### config.mk
export PLATFORM = sky130hd
export DESIGN_NAME = burst_req_ctrl
export DESIGN_NICKNAME = d
export VERILOG_FILES = /design/src/rtl/burst_req_ctrl.sv
export SDC_FILE = /design/constraint.sdc
export NUM_CORES = 1
export LEC_CHECK = 0
export ABC_AREA = 1
export CAP_MARGIN = 30
export CORE_ASPECT_RATIO = 1.2
export CORE_MARGIN = 2
export CORE_UTILIZATION = 40
export CTS_CLUSTER_SIZE = 25
export DETAILED_ROUTE_END_ITERATION = 8
export GPL_ROUTABILITY_DRIVEN = 0
export MAX_ROUTING_LAYER = met4
export PLACE_DENSITY_LB_ADDON = 0.1
export SETUP_SLACK_MARGIN = 0.4
export SYNTH_ARGS = -nofsm -noshare
export SYNTH_HDL_FRONTEND = slang
export SYNTH_SLANG_ARGS = --single-unit
### constraint.sdc
create_clock -name clock -period 4.9 [get_ports clock]
set_clock_uncertainty 0.1 [all_clocks]
set_input_delay 0.49 -clock clock [delete_from_list [all_inputs] [get_ports clock]]
set_output_delay 0.49 -clock clock [all_outputs]
set_load 0.01 [all_outputs]
### src/rtl/burst_req_ctrl.sv
// ---------------------------------------------------------------------------
// burst_req_ctrl
//
// Two-client burst requester sitting directly in front of a two-way
// request/grant arbiter. Each client hands over one burst command at a time.
// The block raises that client's request, waits for the grant, streams the
// client's beats onto one shared downstream bus, then drops the request and
// waits for the grant to go away before taking the client's next command.
//
// Parameters
//   DATA_W  beat data width
//   LEN_W   burst length field width (lengths 1..2^LEN_W-1, 0 counts as 1)
//
// Ports
//   clock, reset                 rising-edge clock, synchronous active-high reset
//   cmd_valid_n, cmd_len_n       burst command offered by client n
//   cmd_ready_n                  client n is idle and can take a command
//   src_data_n, src_pop_n        client n's current beat / beat-taken pulse
//   req_n, gnt_n                 registered request to, and grant from, the arbiter
//   bus_valid, bus_ready         shared downstream handshake
//   bus_data, bus_src, bus_last  beat payload, owning client, final-beat flag
//   err_dual_gnt                 sticky flag: both grants were seen in one cycle
// ---------------------------------------------------------------------------
module burst_req_ctrl #(
   parameter int DATA_W = 8,
   parameter int LEN_W  = 4
) (
   input  logic              clock,
   input  logic              reset,

   input  logic              cmd_valid_0,
   input  logic [LEN_W-1:0]  cmd_len_0,
   output logic              cmd_ready_0,
   input  logic [DATA_W-1:0] src_data_0,
   output logic              src_pop_0,
   output logic              req_0,
   input  logic              gnt_0,

   input  logic              cmd_valid_1,
   input  logic [LEN_W-1:0]  cmd_len_1,
   output logic              cmd_ready_1,
   input  logic [DATA_W-1:0] src_data_1,
   output logic              src_pop_1,
   output logic              req_1,
   input  logic              gnt_1,

   output logic              bus_valid,
   input  logic              bus_ready,
   output logic [DATA_W-1:0] bus_data,
   output logic              bus_src,
   output logic              bus_last,

   output logic              err_dual_gnt
);

   typedef enum logic [1:0] {
      IDLE    = 2'd0,
      REQ     = 2'd1,
      XFER    = 2'd2,
      RELEASE = 2'd3
   } state_t;

   localparam logic [LEN_W-1:0] LEN_ONE = LEN_W'(1);

   state_t           state_0, next_0;
   state_t           state_1, next_1;
   logic [LEN_W-1:0] count_0, count_next_0;
   logic [LEN_W-1:0] count_1, count_next_1;

   logic dual_gnt;
   logic own_0, own_1;
   logic fire_0, fire_1;

   // Bus ownership. A grant is put to use in the very cycle it arrives, so a
   // client still sitting in REQ already drives its first beat; that is what
   // lets the first beat appear in the same cycle the grant rises. RELEASE
   // never owns the bus, so a grant left over from the previous burst can
   // never carry data. When both grants are high client 0 wins and client 1
   // simply stalls for that cycle.
   always_comb begin
      dual_gnt = gnt_0 && gnt_1;
      own_0    = ((state_0 == REQ) || (state_0 == XFER)) && gnt_0;
      own_1    = ((state_1 == REQ) || (state_1 == XFER)) && gnt_1 && !gnt_0;
      fire_0   = own_0 && bus_ready;
      fire_1   = own_1 && bus_ready;
   end

   // Shared bus mux. Everything is forced to zero whenever nobody owns the
   // bus so downstream never sees stale data or a stale owner id.
   always_comb begin
      bus_valid = 1'b0;
      bus_data  = '0;
      bus_src   = 1'b0;
      bus_last  = 1'b0;
      if (own_0) begin
         bus_valid = 1'b1;
         bus_data  = src_data_0;
         bus_last  = (count_0 == LEN_ONE);
      end else if (own_1) begin
         bus_valid = 1'b1;
         bus_data  = src_data_1;
         bus_src   = 1'b1;
         bus_last  = (count_1 == LEN_ONE);
      end
   end

   // Handshake outputs that follow straight from state: a client is ready
   // for a command only when idle, and it pops its source exactly when its
   // beat is accepted downstream.
   always_comb begin
      cmd_ready_0 = (state_0 == IDLE);
      cmd_ready_1 = (state_1 == IDLE);
      src_pop_0   = fire_0;
      src_pop_1   = fire_1;
   end

   // Client 0 next-state and remaining-beat counter. A zero length is loaded
   // as one beat. A dropped grant in REQ/XFER just stalls: no beat moves and
   // the counter holds, while the request stays up.
   always_comb begin
      next_0       = state_0;
      count_next_0 = count_0;
      case (state_0)
         IDLE: begin
            if (cmd_valid_0) begin
               next_0       = REQ;
               count_next_0 = (cmd_len_0 == '0) ? LEN_ONE : cmd_len_0;
            end
         end
         REQ, XFER: begin
            if (fire_0) begin
               count_next_0 = count_0 - LEN_ONE;
               next_0       = (count_0 == LEN_ONE) ? RELEASE : XFER;
            end else if (gnt_0) begin
               next_0 = XFER;
            end
         end
         RELEASE: begin
            if (!gnt_0) begin
               next_0 = IDLE;
            end
         end
         default: next_0 = IDLE;
      endcase
   end

   // Client 1 next-state and remaining-beat counter, same rules as client 0.
   // Its grant only leaves REQ on gnt_1 itself; whether a beat moves is
   // decided by ownership, which already accounts for a clashing gnt_0.
   always_comb begin
      next_1       = state_1;
      count_next_1 = count_1;
      case (state_1)
         IDLE: begin
            if (cmd_valid_1) begin
               next_1       = REQ;
               count_next_1 = (cmd_len_1 == '0) ? LEN_ONE : cmd_len_1;
            end
         end
         REQ, XFER: begin
            if (fire_1) begin
               count_next_1 = count_1 - LEN_ONE;
               next_1       = (count_1 == LEN_ONE) ? RELEASE : XFER;
            end else if (gnt_1) begin
               next_1 = XFER;
            end
         end
         RELEASE: begin
            if (!gnt_1) begin
               next_1 = IDLE;
            end
         end
         default: next_1 = IDLE;
      endcase
   end

   // State, counters and the registered requests. Each request is driven from
   // the next state so it rises the cycle after a command is taken and falls
   // the cycle after the last beat moves. The dual-grant flag only ever sets;
   // reset is the only way to clear it. A reset mid-burst drops everything
   // back to idle, so no further pops can follow.
   always_ff @(posedge clock) begin
      if (reset) begin
         state_0      <= IDLE;
         state_1      <= IDLE;
         count_0      <= '0;
         count_1      <= '0;
         req_0        <= 1'b0;
         req_1        <= 1'b0;
         err_dual_gnt <= 1'b0;
      end else begin
         state_0      <= next_0;
         state_1      <= next_1;
         count_0      <= count_next_0;
         count_1      <= count_next_1;
         req_0        <= (next_0 == REQ) || (next_0 == XFER);
         req_1        <= (next_1 == REQ) || (next_1 == XFER);
         err_dual_gnt <= err_dual_gnt || dual_gnt;
      end
   end

endmodule
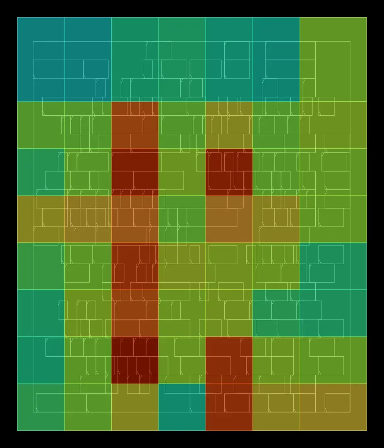
Figure 1: routing congestion.
grt met2 use: 0.397
met1 GRT Util: 0.233
DR WL/cell: 12.0 um

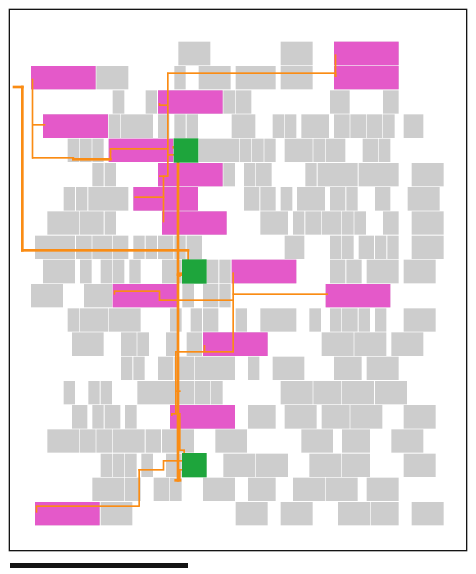
Figure 2: clock distribution.
The bar under the picture is 20 um long.
[green] clock-net drivers | count: 3
[magenta] flip-flops | count: 15
[orange] clock wires | length: 236 um
routed clock nets: 4
clock network power: 75.2 uW
Clock Latency Late Sink: 300 ps
clock share of power: 0.145

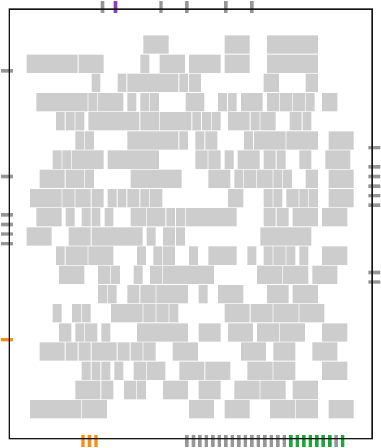
Figure 3: I/O pins on the die edge.
Pins as bars across the die edge, other pins in gray.
[purple] reset | pins: 1 | direction: input | edge: top
[orange] cmd_len_1 | pins: 4 | direction: input | edge: 3 bottom, 1 left
[green] bus_data | pins: 8 | direction: output | edge: bottom
all pins by edge: 28 bottom, 8 right, 7 left, 6 top

==> changes_impl.md <==
### Physical design

- Rel. slew slack: 0.535
- CTS resizes: 0
- Fmax: roughly 300 MHz
- TritonCTS sink count: 15
- Initial antenna violation count: 0
- Top flop regs: count_0 x4, count_1 x4
- Die ar.: 3110 um^2
- Syn Nets: 198
- Fin cells: 241
- Aoi share: 0.243
- Cell area after synthesis: 1070 um^2
- Commonest Layout Cell: clkdlybuf4s50_1
- Comb. cell area: 657 um^2
- Hold-fix buffers at CTS: 0
- Netlist cell types: 26
- Yosys xor share: 0.00819
- Period utilization: 0.681
- Worst path bufs/invs: 3
- Tightest hold margin: ~400 ps
- Die Height: 60.7 um
- Dominant flop cell: dfxtp_1
- Most numerous logic cells after layout: clkdlybuf4s50_1, nand2_1, inv_1
- Layout cell share with drive strength beyond 1: 0.0769
- Critical path data required time: 4310 ps
- Post-synth EDFFs: 0
- CTS tree: yes
- Status: finished clean
- Top cell type by total area after synthesis: dfxtp_1
- CTS Buf Count: 3
- Seq/Total Area, Yosys: 0.281
- Critical path's top delay family: buffers and inverters
- Pwr dens: 325 nW/um^2
- Vias in the first global route: 1161
- LEAKAGE: ~0.00070 uW
- Dominant comb cell: simple AND/OR/NAND/NOR gates
- Setup Buffers After CTS: 0
- Worst reg-to-reg path cell count: 11
- Fin nets: 248
- CP endpoint kind: output port
- Multi-input combinational area share: 0.410
- Bufs w/o clock: around 48
- DP Cell Count: about 240
- Crit Path Class: register to output port
- CP Max Fanout: 11
- Post-detail-place hpwl: about 2300 um
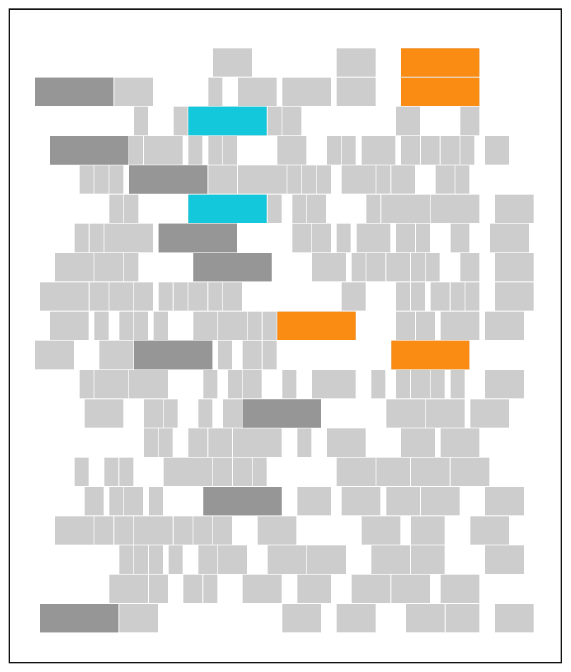
Figure 4: sequential cells colored by netlist name.
[cyan] state_0 | sequential cells: 2
[orange] count_0 | sequential cells: 4
FF/Latch Area: 300 um^2
sequential share of cell area: 0.188
Util after Layout: 0.633
seq pwr: 167 uW

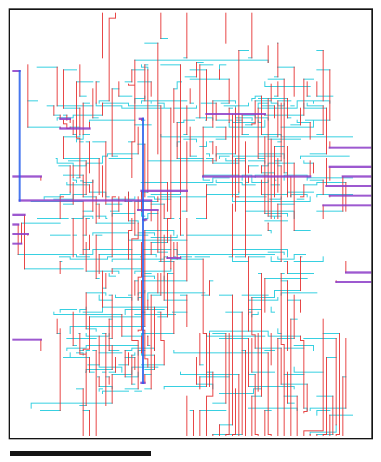
Figure 5: wiring by layer.
The bar under the picture is 20 um long.
[blue] M4 | wire length: 55.8 um
[purple] M3 | wire length: 116 um
[cyan] M1 | wire length: 1220 um
[red] M2 | wire length: 1490 um
final WL: 2890 um
GRT Total Usage: 0.214

==> routing by layer <==
metal,GRT usage,vias to the layer above,wire [um]
met3,0.0148,5,115
met5,-,-,0
li1,-,621,-
met2,0.397,35,1490
met1,0.233,538,1220
met4,0.0977,0,55
==> power by group <==
group	internal, uW	leakage [uW]	switching (uW)
logic	129	0.000556	149
registers	149	0.000124	18.2
clock network	30.5	0.0000177	44.8
total	308	0.000697	212
==> how the worst min path moves through the flow <==
stage               start          to  slack [ps]  cells past startpoint
2_1_floorplan  count_1[3]  count_1[3]         360                      2
3_3_place_gp   count_1[3]  count_1[3]         370                      2
3_5_place_dp   count_1[3]  count_1[3]         380                      2
4_1_cts        count_1[3]  count_1[3]         390                      2
5_1_grt        count_1[3]  count_1[3]         430                      2
6_report       count_1[3]  count_1[3]         400                      2
No activity file was given, so power comes from the tool's default toggle rates.
